==> config.mk <==
export PLATFORM = sky130hd
export DESIGN_NAME = execute_stage_flat
export DESIGN_NICKNAME = d
export VERILOG_FILES = /design/src/rtl/execute_stage_if.sv /design/src/rtl/execute_stage.sv /design/src/flat_wrapper.sv
export SDC_FILE = /design/constraint.sdc
export NUM_CORES = 2
export LEC_CHECK = 0
export ABC_CLOCK_PERIOD_IN_PS = 15000
export CAP_MARGIN = 25
export CORE_ASPECT_RATIO = 0.8
export CORE_MARGIN = 2
export CORE_UTILIZATION = 45
export CTS_BUF_LIST = sky130_fd_sc_hd__clkbuf_2 sky130_fd_sc_hd__clkbuf_4 sky130_fd_sc_hd__clkbuf_8
export CTS_CLUSTER_SIZE = 12
export DETAILED_ROUTE_END_ITERATION = 7
export DONT_BUFFER_PORTS = 1
export PLACE_DENSITY = 0.68
export SYNTH_ARGS = -nofsm -noshare
export SYNTH_HDL_FRONTEND = slang
export SYNTH_SLANG_ARGS = --single-unit
==> constraint.sdc <==
create_clock -name clk -period 15 [get_ports clk]
set_input_delay 2.25 -clock clk [delete_from_list [all_inputs] [get_ports clk]]
set_output_delay 2.25 -clock clk [all_outputs]
set_load 0.005 [all_outputs]
==> src/rtl/execute_stage_if.sv <==
// Bundle of the decode-to-execute inputs and the EX/MEM pipeline register outputs.
// The slave side is the execute stage; the master side is its surroundings.
interface execute_stage_if;
    logic [4:0]  inWB;
    logic [1:0]  inMEM;
    logic        inJL;
    logic [31:0] inNextInstructionAddress;
    logic [31:0] inRegA;
    logic [31:0] inRegB;
    logic [31:0] inImm;
    logic        inALUSrc;
    logic [4:0]  inShamt;
    logic        inShiftVar;
    logic [3:0]  inALUOp;
    logic [4:0]  inRegF_wreg;
    logic [1:0]  inFwdA;
    logic [1:0]  inFwdB;
    logic [31:0] inFwdMem;
    logic [31:0] inFwdWb;

    logic [4:0]  outWB;
    logic [1:0]  outMEM;
    logic        outJL;
    logic [31:0] outNextInstructionAddress;
    logic [31:0] outALUResult;
    logic [31:0] outRegB;
    logic [4:0]  outRegF_wreg;
    logic        outStall;

    modport master (
        output inWB, inMEM, inJL, inNextInstructionAddress, inRegA, inRegB, inImm,
               inALUSrc, inShamt, inShiftVar, inALUOp, inRegF_wreg, inFwdA, inFwdB,
               inFwdMem, inFwdWb,
        input  outWB, outMEM, outJL, outNextInstructionAddress, outALUResult, outRegB,
               outRegF_wreg, outStall
    );

    modport slave (
        input  inWB, inMEM, inJL, inNextInstructionAddress, inRegA, inRegB, inImm,
               inALUSrc, inShamt, inShiftVar, inALUOp, inRegF_wreg, inFwdA, inFwdB,
               inFwdMem, inFwdWb,
        output outWB, outMEM, outJL, outNextInstructionAddress, outALUResult, outRegB,
               outRegF_wreg, outStall
    );
endinterface

==> src/rtl/execute_stage.sv <==
// MIPS EX stage: operand forwarding, single-cycle ALU, and a 32-step MULT/DIV unit
// owning HI/LO. State changes on the falling edge and freezes under stop_debug.
module execute_stage (
    input  logic          clk,
    input  logic          rst,
    input  logic          stop_debug,
    execute_stage_if.slave ex
);

    typedef enum logic [3:0] {
        OP_ADD  = 4'd0,  OP_SUB  = 4'd1,  OP_AND  = 4'd2,  OP_OR   = 4'd3,
        OP_XOR  = 4'd4,  OP_NOR  = 4'd5,  OP_SLT  = 4'd6,  OP_SLTU = 4'd7,
        OP_SLL  = 4'd8,  OP_SRL  = 4'd9,  OP_SRA  = 4'd10, OP_LUI  = 4'd11,
        OP_MFHI = 4'd12, OP_MFLO = 4'd13, OP_MULT = 4'd14, OP_DIV  = 4'd15
    } aluOp_t;

    typedef enum logic [1:0] {
        IDLE = 2'd0,
        RUN  = 2'd1,
        DONE = 2'd2
    } mdState_t;

    aluOp_t      op;
    logic [31:0] opA;
    logic [31:0] opBReg;
    logic [31:0] opB;
    logic [4:0]  shiftAmt;
    logic [31:0] aluResult;
    logic        isMulDiv;

    mdState_t    state;
    mdState_t    stateNext;
    logic [4:0]  count;
    logic [31:0] accHi;
    logic [31:0] accLo;
    logic [31:0] operand;
    logic        isDiv;
    logic        negMain;
    logic        negRem;
    logic [31:0] hi;
    logic [31:0] lo;

    logic [32:0] mulSum;
    logic [32:0] divShift;
    logic        divFits;
    logic [32:0] divRem;
    logic [31:0] stepHi;
    logic [31:0] stepLo;
    logic [63:0] stepProd;
    logic [31:0] finalHi;
    logic [31:0] finalLo;

    assign op       = aluOp_t'(ex.inALUOp);
    assign isMulDiv = (op == OP_MULT) || (op == OP_DIV);

    // NOTE: every variable assigned in an always_comb gets a default first, so no path
    // through the case statements can leave it unassigned and infer a latch.
    always_comb begin
        opA    = ex.inRegA;
        opBReg = ex.inRegB;
        case (ex.inFwdA)
            2'b01:   opA = ex.inFwdMem;
            2'b10:   opA = ex.inFwdWb;
            default: opA = ex.inRegA;
        endcase
        case (ex.inFwdB)
            2'b01:   opBReg = ex.inFwdMem;
            2'b10:   opBReg = ex.inFwdWb;
            default: opBReg = ex.inRegB;
        endcase
    end

    assign opB      = ex.inALUSrc ? ex.inImm : opBReg;
    assign shiftAmt = ex.inShiftVar ? opA[4:0] : ex.inShamt;

    always_comb begin
        aluResult = '0;
        case (op)
            OP_ADD:  aluResult = opA + opB;
            OP_SUB:  aluResult = opA - opB;
            OP_AND:  aluResult = opA & opB;
            OP_OR:   aluResult = opA | opB;
            OP_XOR:  aluResult = opA ^ opB;
            OP_NOR:  aluResult = ~(opA | opB);
            OP_SLT:  aluResult = {31'b0, $signed(opA) < $signed(opB)};
            OP_SLTU: aluResult = {31'b0, opA < opB};
            OP_SLL:  aluResult = opB << shiftAmt;
            OP_SRL:  aluResult = opB >> shiftAmt;
            OP_SRA:  aluResult = $unsigned($signed(opB) >>> shiftAmt);
            OP_LUI:  aluResult = {opB[15:0], 16'h0000};
            OP_MFHI: aluResult = hi;
            OP_MFLO: aluResult = lo;
            default: aluResult = '0;
        endcase
    end

    // One iteration of the unsigned core. MULT keeps {partial product, multiplier} in
    // accHi:accLo and shifts right; DIV keeps {remainder, quotient} and shifts left.
    always_comb begin
        mulSum   = {1'b0, accHi} + (accLo[0] ? {1'b0, operand} : 33'd0);
        divShift = {accHi, accLo[31]};
        divFits  = divShift >= {1'b0, operand};
        divRem   = divFits ? (divShift - {1'b0, operand}) : divShift;
        if (isDiv) begin
            stepHi = divRem[31:0];
            stepLo = {accLo[30:0], divFits};
        end else begin
            stepHi = mulSum[32:1];
            stepLo = {mulSum[0], accLo[31:1]};
        end
    end

    // Sign correction on the last iteration; a zero divisor forces an all-ones quotient
    // while the remainder path naturally returns the dividend.
    always_comb begin
        stepProd = negMain ? -{stepHi, stepLo} : {stepHi, stepLo};
        finalHi  = stepProd[63:32];
        finalLo  = stepProd[31:0];
        if (isDiv) begin
            finalHi = negRem ? -stepHi : stepHi;
            if (operand == 32'd0) begin
                finalLo = 32'hFFFF_FFFF;
            end else begin
                finalLo = negMain ? -stepLo : stepLo;
            end
        end
    end

    always_comb begin
        stateNext = state;
        case (state)
            IDLE:    if (isMulDiv) stateNext = RUN;
            RUN:     if (count == 5'd31) stateNext = DONE;
            DONE:    stateNext = IDLE;
            default: stateNext = IDLE;
        endcase
    end

    assign ex.outStall = (state == RUN) || ((state == IDLE) && isMulDiv);

    // NOTE: sequential state uses non-blocking assignments so every register samples
    // the pre-edge values of the others, independent of process ordering.
    always_ff @(negedge clk or negedge rst) begin
        if (!rst) begin
            state <= IDLE;
        end else if (!stop_debug) begin
            state <= stateNext;
        end
    end

    // NOTE: the iteration registers are reset along with HI/LO so that an operation
    // aborted by reset leaves no residue that a later MFHI/MFLO could observe.
    always_ff @(negedge clk or negedge rst) begin
        if (!rst) begin
            count   <= '0;
            accHi   <= '0;
            accLo   <= '0;
            operand <= '0;
            isDiv   <= 1'b0;
            negMain <= 1'b0;
            negRem  <= 1'b0;
            hi      <= '0;
            lo      <= '0;
        end else if (!stop_debug) begin
            case (state)
                IDLE: begin
                    if (isMulDiv) begin
                        count   <= '0;
                        accHi   <= '0;
                        accLo   <= opA[31] ? -opA : opA;
                        operand <= opB[31] ? -opB : opB;
                        isDiv   <= (op == OP_DIV);
                        negMain <= opA[31] ^ opB[31];
                        negRem  <= opA[31];
                    end
                end
                RUN: begin
                    accHi <= stepHi;
                    accLo <= stepLo;
                    count <= count + 5'd1;
                    if (count == 5'd31) begin
                        hi <= finalHi;
                        lo <= finalLo;
                    end
                end
                default: ;
            endcase
        end
    end

    // EX/MEM register: a stalled edge latches an all-zero bubble.
    always_ff @(negedge clk or negedge rst) begin
        if (!rst) begin
            ex.outWB                     <= '0;
            ex.outMEM                    <= '0;
            ex.outJL                     <= 1'b0;
            ex.outNextInstructionAddress <= '0;
            ex.outALUResult              <= '0;
            ex.outRegB                   <= '0;
            ex.outRegF_wreg              <= '0;
        end else if (!stop_debug) begin
            if (ex.outStall) begin
                ex.outWB                     <= '0;
                ex.outMEM                    <= '0;
                ex.outJL                     <= 1'b0;
                ex.outNextInstructionAddress <= '0;
                ex.outALUResult              <= '0;
                ex.outRegB                   <= '0;
                ex.outRegF_wreg              <= '0;
            end else begin
                ex.outWB                     <= ex.inWB;
                ex.outMEM                    <= ex.inMEM;
                ex.outJL                     <= ex.inJL;
                ex.outNextInstructionAddress <= ex.inNextInstructionAddress;
                ex.outALUResult              <= aluResult;
                ex.outRegB                   <= opBReg;
                ex.outRegF_wreg              <= ex.inRegF_wreg;
            end
        end
    end

endmodule

==> src/flat_wrapper.sv <==
// flat-port wrapper written by rule: the top's interface ports become plain ports
module execute_stage_flat 
  (clk, rst, stop_debug, ex_inWB, ex_inMEM, ex_inJL, ex_inNextInstructionAddress, ex_inRegA, ex_inRegB, ex_inImm, ex_inALUSrc, ex_inShamt, ex_inShiftVar, ex_inALUOp, ex_inRegF_wreg, ex_inFwdA, ex_inFwdB, ex_inFwdMem, ex_inFwdWb, ex_outWB, ex_outMEM, ex_outJL, ex_outNextInstructionAddress, ex_outALUResult, ex_outRegB, ex_outRegF_wreg, ex_outStall);
  execute_stage_if ex_i ();
  input  logic clk;
  input  logic rst;
  input  logic stop_debug;
  input wire logic [$bits(ex_i.inWB)-1:0] ex_inWB;
  input wire logic [$bits(ex_i.inMEM)-1:0] ex_inMEM;
  input wire logic [$bits(ex_i.inJL)-1:0] ex_inJL;
  input wire logic [$bits(ex_i.inNextInstructionAddress)-1:0] ex_inNextInstructionAddress;
  input wire logic [$bits(ex_i.inRegA)-1:0] ex_inRegA;
  input wire logic [$bits(ex_i.inRegB)-1:0] ex_inRegB;
  input wire logic [$bits(ex_i.inImm)-1:0] ex_inImm;
  input wire logic [$bits(ex_i.inALUSrc)-1:0] ex_inALUSrc;
  input wire logic [$bits(ex_i.inShamt)-1:0] ex_inShamt;
  input wire logic [$bits(ex_i.inShiftVar)-1:0] ex_inShiftVar;
  input wire logic [$bits(ex_i.inALUOp)-1:0] ex_inALUOp;
  input wire logic [$bits(ex_i.inRegF_wreg)-1:0] ex_inRegF_wreg;
  input wire logic [$bits(ex_i.inFwdA)-1:0] ex_inFwdA;
  input wire logic [$bits(ex_i.inFwdB)-1:0] ex_inFwdB;
  input wire logic [$bits(ex_i.inFwdMem)-1:0] ex_inFwdMem;
  input wire logic [$bits(ex_i.inFwdWb)-1:0] ex_inFwdWb;
  output wire logic [$bits(ex_i.outWB)-1:0] ex_outWB;
  output wire logic [$bits(ex_i.outMEM)-1:0] ex_outMEM;
  output wire logic [$bits(ex_i.outJL)-1:0] ex_outJL;
  output wire logic [$bits(ex_i.outNextInstructionAddress)-1:0] ex_outNextInstructionAddress;
  output wire logic [$bits(ex_i.outALUResult)-1:0] ex_outALUResult;
  output wire logic [$bits(ex_i.outRegB)-1:0] ex_outRegB;
  output wire logic [$bits(ex_i.outRegF_wreg)-1:0] ex_outRegF_wreg;
  output wire logic [$bits(ex_i.outStall)-1:0] ex_outStall;
  assign ex_i.inWB = ex_inWB;
  assign ex_i.inMEM = ex_inMEM;
  assign ex_i.inJL = ex_inJL;
  assign ex_i.inNextInstructionAddress = ex_inNextInstructionAddress;
  assign ex_i.inRegA = ex_inRegA;
  assign ex_i.inRegB = ex_inRegB;
  assign ex_i.inImm = ex_inImm;
  assign ex_i.inALUSrc = ex_inALUSrc;
  assign ex_i.inShamt = ex_inShamt;
  assign ex_i.inShiftVar = ex_inShiftVar;
  assign ex_i.inALUOp = ex_inALUOp;
  assign ex_i.inRegF_wreg = ex_inRegF_wreg;
  assign ex_i.inFwdA = ex_inFwdA;
  assign ex_i.inFwdB = ex_inFwdB;
  assign ex_i.inFwdMem = ex_inFwdMem;
  assign ex_i.inFwdWb = ex_inFwdWb;
  assign ex_outWB = ex_i.outWB;
  assign ex_outMEM = ex_i.outMEM;
  assign ex_outJL = ex_i.outJL;
  assign ex_outNextInstructionAddress = ex_i.outNextInstructionAddress;
  assign ex_outALUResult = ex_i.outALUResult;
  assign ex_outRegB = ex_i.outRegB;
  assign ex_outRegF_wreg = ex_i.outRegF_wreg;
  assign ex_outStall = ex_i.outStall;
  execute_stage u_core (.clk(clk), .rst(rst), .stop_debug(stop_debug), .ex(ex_i));
endmodule
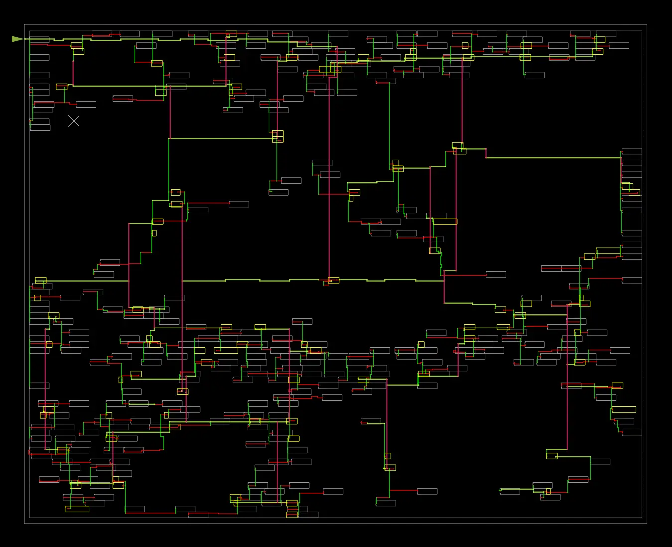
Fig. 1. The clock network.
CTS sink cnt: 279
count of clock buffers in the final design: 78
number of CTS-inserted buffers: 53
clock latency on the worst-skew pair: 650 ps
number of flip-flops and latches: 279

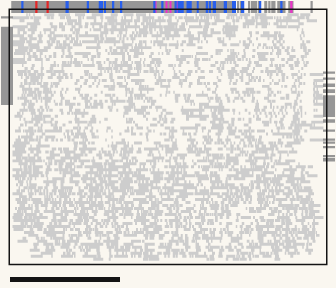
Fig. 2. Pin placement.
Bar = 100 um. Pins as bars across the die edge, other pins in grey.
ex_outRegF_wreg -> magenta  # pins 5, direction output, edge top
ex_inNextInstructionAddress -> blue  # pins 32, direction input, edge top
ex_inFwdA -> red  # pins 2, direction input, edge top
all pins by edge = 251 top, 53 left, 29 right
vertical die dimension: 232 um
width of the die: 288 um

==> flow report <==
===============================================================================
GR Layer Usage met3 ..............................................        0.203
Number of nets at floorplan ......................................         4340
Power dissipated in combinational cells ..........................    0.00445 W
Multi-input gate share of total cell area ........................        0.649
Count of max-cap constraint violations ...........................            0
Required time reported for the critical path endpoint ............      7930 ps
Maximum number of pins on one net before global-route repair .....          280
Relative contribution of sequential cells to total power .........        0.185
Setup repair after global routing missed its margin ..............        false
Max-slew violation count .........................................            0
Relative slew margins ............................................        0.242
Area post-placement ..............................................   30500 um^2
Top comb family, area ............................................ AND-OR/OR-AND gates
Vias in the first global route ...................................        28900
Heaviest power group ............................................. combinational logic
Taps Inserted ....................................................          850
Net switching share of the total power ...........................        0.550
Tool Warnings ....................................................          108
Post-synthesis to final-layout area growth .......................        9.09%
Synth area leader ................................................      dfrtn_1
Sequence of cells on the critical path ........................... inv_1 > ha_1 > buf_4 > a221oi_1 > o31a_1 > ha_1 > o21ai_0 > a221o_1 > a2111oi_1 > buf_4 > o221ai_1 > a22oi_1 > o21ai_0
Summed instance area of the synthesized netlist ..................   29100 um^2
Logic depth of the worst path, buffers included ..................           13
Clk. pwr .........................................................   0.000922 W
Cell-internal power ..............................................    0.00296 W
Detail-routed net length per standard cell .......................      32.1 um
Worst Setup Slack post-DPL .......................................       482 ps
Worst hold-check path type .......................................   reg -> reg
Comb gate area ...................................................   20600 um^2
Syn Inst Count ...................................................         3936
Worst hold path stage count ......................................            2
Maximum buffer depth of the clock tree ...........................            3
Met3 layer wire length in the routed design ......................      24.6 mm
Post-synthesis sequential area ratio .............................        0.240
Cell total in the yosys stat output ..............................         3936
Share of flip-flops with an asynchronous set or reset ............         1.00
Reg2Reg Depth ....................................................           24
Signal inverters .................................................          155
DRC violation total after the first TritonRoute iteration ........         5459
Number of endpoints with negative hold slack in the final report .            0
Outcome .......................................................... complete, but fails checks
HPWL after DPL ...................................................       120 mm
Largest fanout of any net on the critical path ...................           15
Antenna cells ....................................................           10
Share of Yosys cell area claimed by the top area cell type .......        0.240
Site row count ...................................................           83
EDFF count, synth ................................................            0
End point of the critical path ................................... u_core.ex.outALUResult[23]
Total die size ...................................................   66800 um^2
GRT met2 Usage ...................................................        0.546
Power in sequential cells ........................................    0.00122 W
Unique cell type count in the Yosys netlist ......................          104
Power density over cell area .....................................  207 nW/um^2
Buffer count excluding the clock tree in the final layout ........          159
Clock network power share ........................................        0.140
Remaining routing DRC violations .................................            1
Yosys synthesis chip area ........................................   29100 um^2
Filler Cell Count ................................................         6399
Most used flip-flop cell after synthesis .........................      dfrtn_1
Crit Path Class ..................................................    in -> reg
Largest clock skew in the final design ...........................      37.4 ps
Post-layout net count ............................................         4278
Synthesized-area fraction occupied by ao, oa, aoi and oai cells ..        0.323
Count of endpoints failing setup in the final report .............            0
Initial antenna violation count ..................................           17
Most used logic cell in the final layout .........................      nand2_1
Fraction of the mapped netlist area in simple logic gates ........        0.207
Routability cong. ................................................         1.11
Met1 WL ..........................................................      66.9 mm
Clk root buf .....................................................     clkbuf_8
TritonCTS clock tree .............................................        built
Postcts setup bufs ...............................................            0
Power share of the combinational group ...........................        0.675
Sum Neg Setup Slack ..............................................         0 ps
Post-route ant nets ..............................................            0
Commonest cells in the netlist ................................... nand2_1, o21ai_0, a21oi_1
CTS resizes ......................................................            0
Sw power .........................................................    0.00362 W
Startpoint type of the worst setup path ..........................   input port
Placeable Area ...................................................   64100 um^2
Total global routing overflow ....................................            0
Total power draw .................................................    0.00659 W
Portion of netlist area occupied by mux cells ....................       0.0383
Via count ........................................................        32900
Crit Reg-Reg Endpoint ............................................ u_core.hi[28]
Post-route cell area .............................................   31800 um^2
Violations in the final reports ..................................          DRC
End point of the worst hold path ................................. u_core.hi[14]
===============================================================================
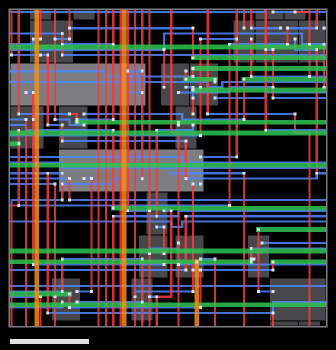
Fig. 3. Layout detail.
Bar = 5 um. Window x 134 to 154, y 152 to 172 um. Cells in grey, sequential cells in the stronger grey; small squares are vias.
met2 -> red
met4 -> orange
met3 -> green
met1 -> blue
netlist names of flops here include = u_core.ex.outALUResult (2)
most frequent = nand2_1 (3), o21ai_0 (3)
cells with their middle in the window = 18
sequential cells in the window = 2

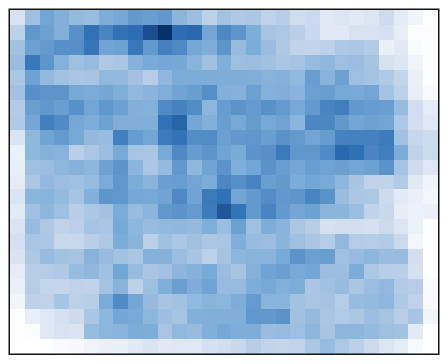
Fig. 4. Wire density map.
29 x 23 tiles, from white (low) to dark blue (high), scaled to the fullest tile. Values are wire area over tile area, all layers added.
fullest tile = 1.0
densest ninth of the die = centre
tiles over half the peak = 30%
all-layer global routing usage: 0.441
DRT Wirelength: 153 mm

No activity file was given, so power comes from the tool's default toggle rates.
